[src/rtl/morse_decoder.sv]
// morse_decoder
//   Receives a Morse serial stream (one bit per unit, 1 = mark), measures
//   mark/space run lengths in units, classifies marks as dot or dash, and
//   decodes letters S..Z into a 3-bit code once a 3-unit gap is seen.
//   Unknown patterns and patterns with more than 4 symbols raise letter_err.
//
// Ports
//   clk           in   system clock
//   reset_n       in   synchronous, active-low reset
//   serial_in     in   Morse stream, 1 = mark, 0 = space (asynchronous)
//   letter        out  [2:0] decoded letter code, held until the next valid letter
//   letter_valid  out  1-cycle pulse, letter has just been updated
//   letter_err    out  1-cycle pulse, unknown or overlong pattern
//   busy          out  high while at least one symbol is buffered
module morse_decoder #(
  parameter int UNIT_CYCLES = 25000000,
  parameter int CNT_W       = 26
) (
  input  logic       clk,
  input  logic       reset_n,
  input  logic       serial_in,
  output logic [2:0] letter,
  output logic       letter_valid,
  output logic       letter_err,
  output logic       busy
);

  localparam logic [CNT_W-1:0] UNIT_LAST = CNT_W'(UNIT_CYCLES - 1);
  localparam logic [CNT_W-1:0] SMP_AT    = CNT_W'(UNIT_CYCLES / 2 - 1);

  // Pattern lookup: returns {ok, code}. The first symbol received sits in
  // the most significant used bit of sym_bits; dot = 0, dash = 1.
  function automatic logic [3:0] decode_fn(input logic [2:0] cnt,
                                           input logic [3:0] bits);
    logic [3:0] res;
    res = 4'b0000;
    case (cnt)
      3'd1: if (bits[0]) res = {1'b1, 3'b001};            // T
      3'd3: begin
        case (bits[2:0])
          3'b000:  res = {1'b1, 3'b000};                  // S
          3'b001:  res = {1'b1, 3'b010};                  // U
          3'b011:  res = {1'b1, 3'b100};                  // W
          default: res = 4'b0000;
        endcase
      end
      3'd4: begin
        case (bits)
          4'b0001: res = {1'b1, 3'b011};                  // V
          4'b1001: res = {1'b1, 3'b101};                  // X
          4'b1011: res = {1'b1, 3'b110};                  // Y
          4'b1100: res = {1'b1, 3'b111};                  // Z
          default: res = 4'b0000;
        endcase
      end
      default: res = 4'b0000;
    endcase
    return res;
  endfunction

  logic             sync1_q,        sync1_d;
  logic             s_q,            s_d;
  logic             s_prev_q,       s_prev_d;
  logic [CNT_W-1:0] unit_cnt_q,     unit_cnt_d;
  logic [2:0]       run_cnt_q,      run_cnt_d;
  logic [3:0]       sym_bits_q,     sym_bits_d;
  logic [2:0]       sym_cnt_q,      sym_cnt_d;
  logic [2:0]       letter_q,       letter_d;
  logic             letter_valid_q, letter_valid_d;
  logic             letter_err_q,   letter_err_d;
  logic             busy_q,         busy_d;

  logic             edge_w;
  logic             fall_w;
  logic             smp_w;
  logic             letter_end_w;
  logic [3:0]       dec_w;

  always_comb begin
    edge_w = s_q ^ s_prev_q;
    fall_w = s_prev_q & ~s_q;
    smp_w  = (unit_cnt_q == SMP_AT);

    sync1_d  = serial_in;
    s_d      = sync1_q;
    s_prev_d = s_q;

    // Timer restarts on every edge so that smp lands mid-unit.
    if (edge_w || unit_cnt_q == UNIT_LAST) begin
      unit_cnt_d = '0;
    end else begin
      unit_cnt_d = unit_cnt_q + 1'b1;
    end

    // Edge wins over smp; count saturates at 7 during long idle space.
    if (edge_w) begin
      run_cnt_d = 3'd0;
    end else if (smp_w && run_cnt_q != 3'd7) begin
      run_cnt_d = run_cnt_q + 3'd1;
    end else begin
      run_cnt_d = run_cnt_q;
    end

    // Third space unit just completed with symbols pending. An edge cycle
    // cannot qualify because its run count is being cleared.
    letter_end_w = smp_w & ~s_q & ~edge_w & (run_cnt_q == 3'd2) & (sym_cnt_q != 3'd0);

    sym_bits_d = sym_bits_q;
    sym_cnt_d  = sym_cnt_q;
    if (letter_end_w) begin
      sym_bits_d = 4'b0000;
      sym_cnt_d  = 3'd0;
    end else if (fall_w && run_cnt_q != 3'd0) begin
      // A mark shorter than one sample is a glitch and is dropped.
      sym_bits_d = {sym_bits_q[2:0], (run_cnt_q >= 3'd2)};
      sym_cnt_d  = (sym_cnt_q == 3'd5) ? 3'd5 : sym_cnt_q + 3'd1;
    end

    dec_w          = decode_fn(sym_cnt_q, sym_bits_q);
    letter_valid_d = letter_end_w & dec_w[3];
    letter_err_d   = letter_end_w & ~dec_w[3];
    letter_d       = (letter_end_w && dec_w[3]) ? dec_w[2:0] : letter_q;
    busy_d         = (sym_cnt_d != 3'd0);
  end

  always_ff @(posedge clk) begin
    if (!reset_n) begin
      sync1_q        <= 1'b0;
      s_q            <= 1'b0;
      s_prev_q       <= 1'b0;
      unit_cnt_q     <= '0;
      run_cnt_q      <= 3'd0;
      sym_bits_q     <= 4'b0000;
      sym_cnt_q      <= 3'd0;
      letter_q       <= 3'b000;
      letter_valid_q <= 1'b0;
      letter_err_q   <= 1'b0;
      busy_q         <= 1'b0;
    end else begin
      sync1_q        <= sync1_d;
      s_q            <= s_d;
      s_prev_q       <= s_prev_d;
      unit_cnt_q     <= unit_cnt_d;
      run_cnt_q      <= run_cnt_d;
      sym_bits_q     <= sym_bits_d;
      sym_cnt_q      <= sym_cnt_d;
      letter_q       <= letter_d;
      letter_valid_q <= letter_valid_d;
      letter_err_q   <= letter_err_d;
      busy_q         <= busy_d;
    end
  end

  assign letter       = letter_q;
  assign letter_valid = letter_valid_q;
  assign letter_err   = letter_err_q;
  assign busy         = busy_q;

endmodule

[config.mk]
export PLATFORM = sky130hd
export DESIGN_NAME = morse_decoder
export DESIGN_NICKNAME = d
export VERILOG_FILES = /design/src/rtl/morse_decoder.sv
export SDC_FILE = /design/constraint.sdc
export NUM_CORES = 1
export LEC_CHECK = 0
export CORE_MARGIN = 4
export CORE_UTILIZATION = 59
export CTS_CLUSTER_SIZE = 10
export DETAILED_ROUTE_END_ITERATION = 12
export PLACE_DENSITY = 0.78
export SETUP_SLACK_MARGIN = 0.5
export SYNTH_ARGS = -nofsm -noshare
export SYNTH_HDL_FRONTEND = slang
export SYNTH_SLANG_ARGS = --single-unit
[constraint.sdc]
create_clock -name clk -period 2.6 [get_ports clk]
set_input_delay 0.52 -clock clk [delete_from_list [all_inputs] [get_ports clk]]
set_output_delay 0.52 -clock clk [all_outputs]
set_load 0.01 [all_outputs]
### M1 wires

Supply wires on this layer in gray.
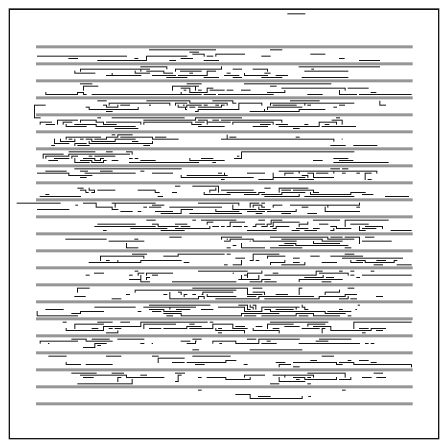
longest straight run = 17.9 µm
wire length on this layer = 2020 µm
nets with wire on the layer = 255
share of all routed wire = 49%
main direction = horizontal

### The metal 2 layer

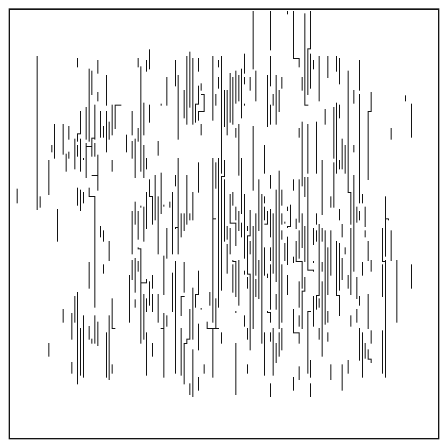
main direction = vertical
nets with wire on the layer = 215

### Signal wires on met3

The bar under the picture is 20 µm long.
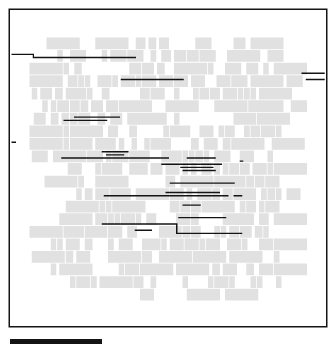
main direction = horizontal
wire length on this layer = 237 µm
nets with wire on the layer = 20
longest straight run = 26.7 µm

### Gate-type map

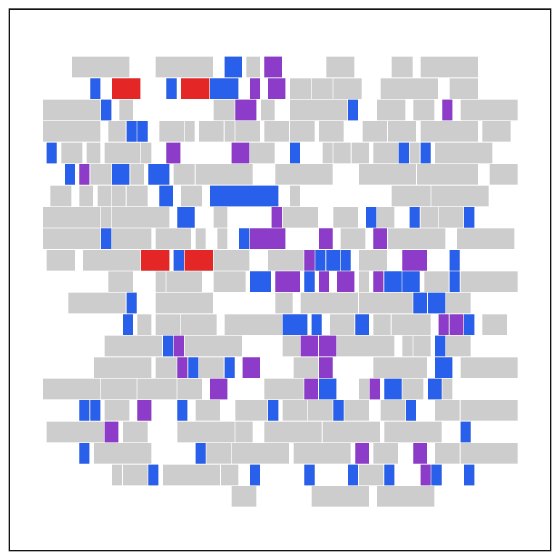
NOR gates -> blue  # cells 65, where all over the die
NAND gates -> purple  # cells 34
multiplexers -> red  # cells 4

==> impl_summary.log <==
[flow] final metrics
[metrics] clock buffers created by TritonCTS: 5
[metrics] fraction of layout cells with a size suffix above 1: 0.0734
[metrics] CP delay by family, top: simple AND/OR/NAND/NOR gates
[metrics] first-pass GRT wire length: 6960 µm
[metrics] highest metal layer used by the detailed router: met4
[metrics] start point of the worst min-delay path: s_d
[metrics] ANT nets after route: 0
[metrics] top area contributor share: 0.418
[metrics] total number of sequential cells: 45
[metrics] leading cell type in the layout, fill and taps excluded: nor2_1
[metrics] sequential fraction of total cell area: 0.376
[metrics] # Cells Yosys: 244
[metrics] Logic area: 0.00120 mm²
[metrics] final RePlAce weighted congestion: 0.880
[metrics] area of the chip: 0.00468 mm²
[metrics] total setup violations reported at the end of the flow: 0
[metrics] run status: finished, final reports clean
[metrics] core area: 0.00344 mm²
[metrics] Relative slew margins: 0.594
[metrics] dpl hpwl: 2930 µm
[metrics] internal cell power: 0.894 mW
[metrics] maximum root-to-sink buffer count: 2
[metrics] power drawn by the combinational cells: 0.0352 mW
[metrics] combined area of all synthesized cells: 0.00215 mm²
[metrics] Core Rows: 21
[metrics] number of clock sinks: 45
[metrics] critical path depth: 7
[metrics] vertical extent of the die: 68.4 µm
[metrics] sequential standard cell area: 902 µm²
[metrics] reg-to-reg critical path endpoint: letter[2]
[metrics] top cells by count: nor2_1, dfxtp_1, xnor2_1, inv_1, nand2_1
[metrics] kind of path behind the tightest hold check: register to register
Power is estimated from default activity; no workload was simulated.
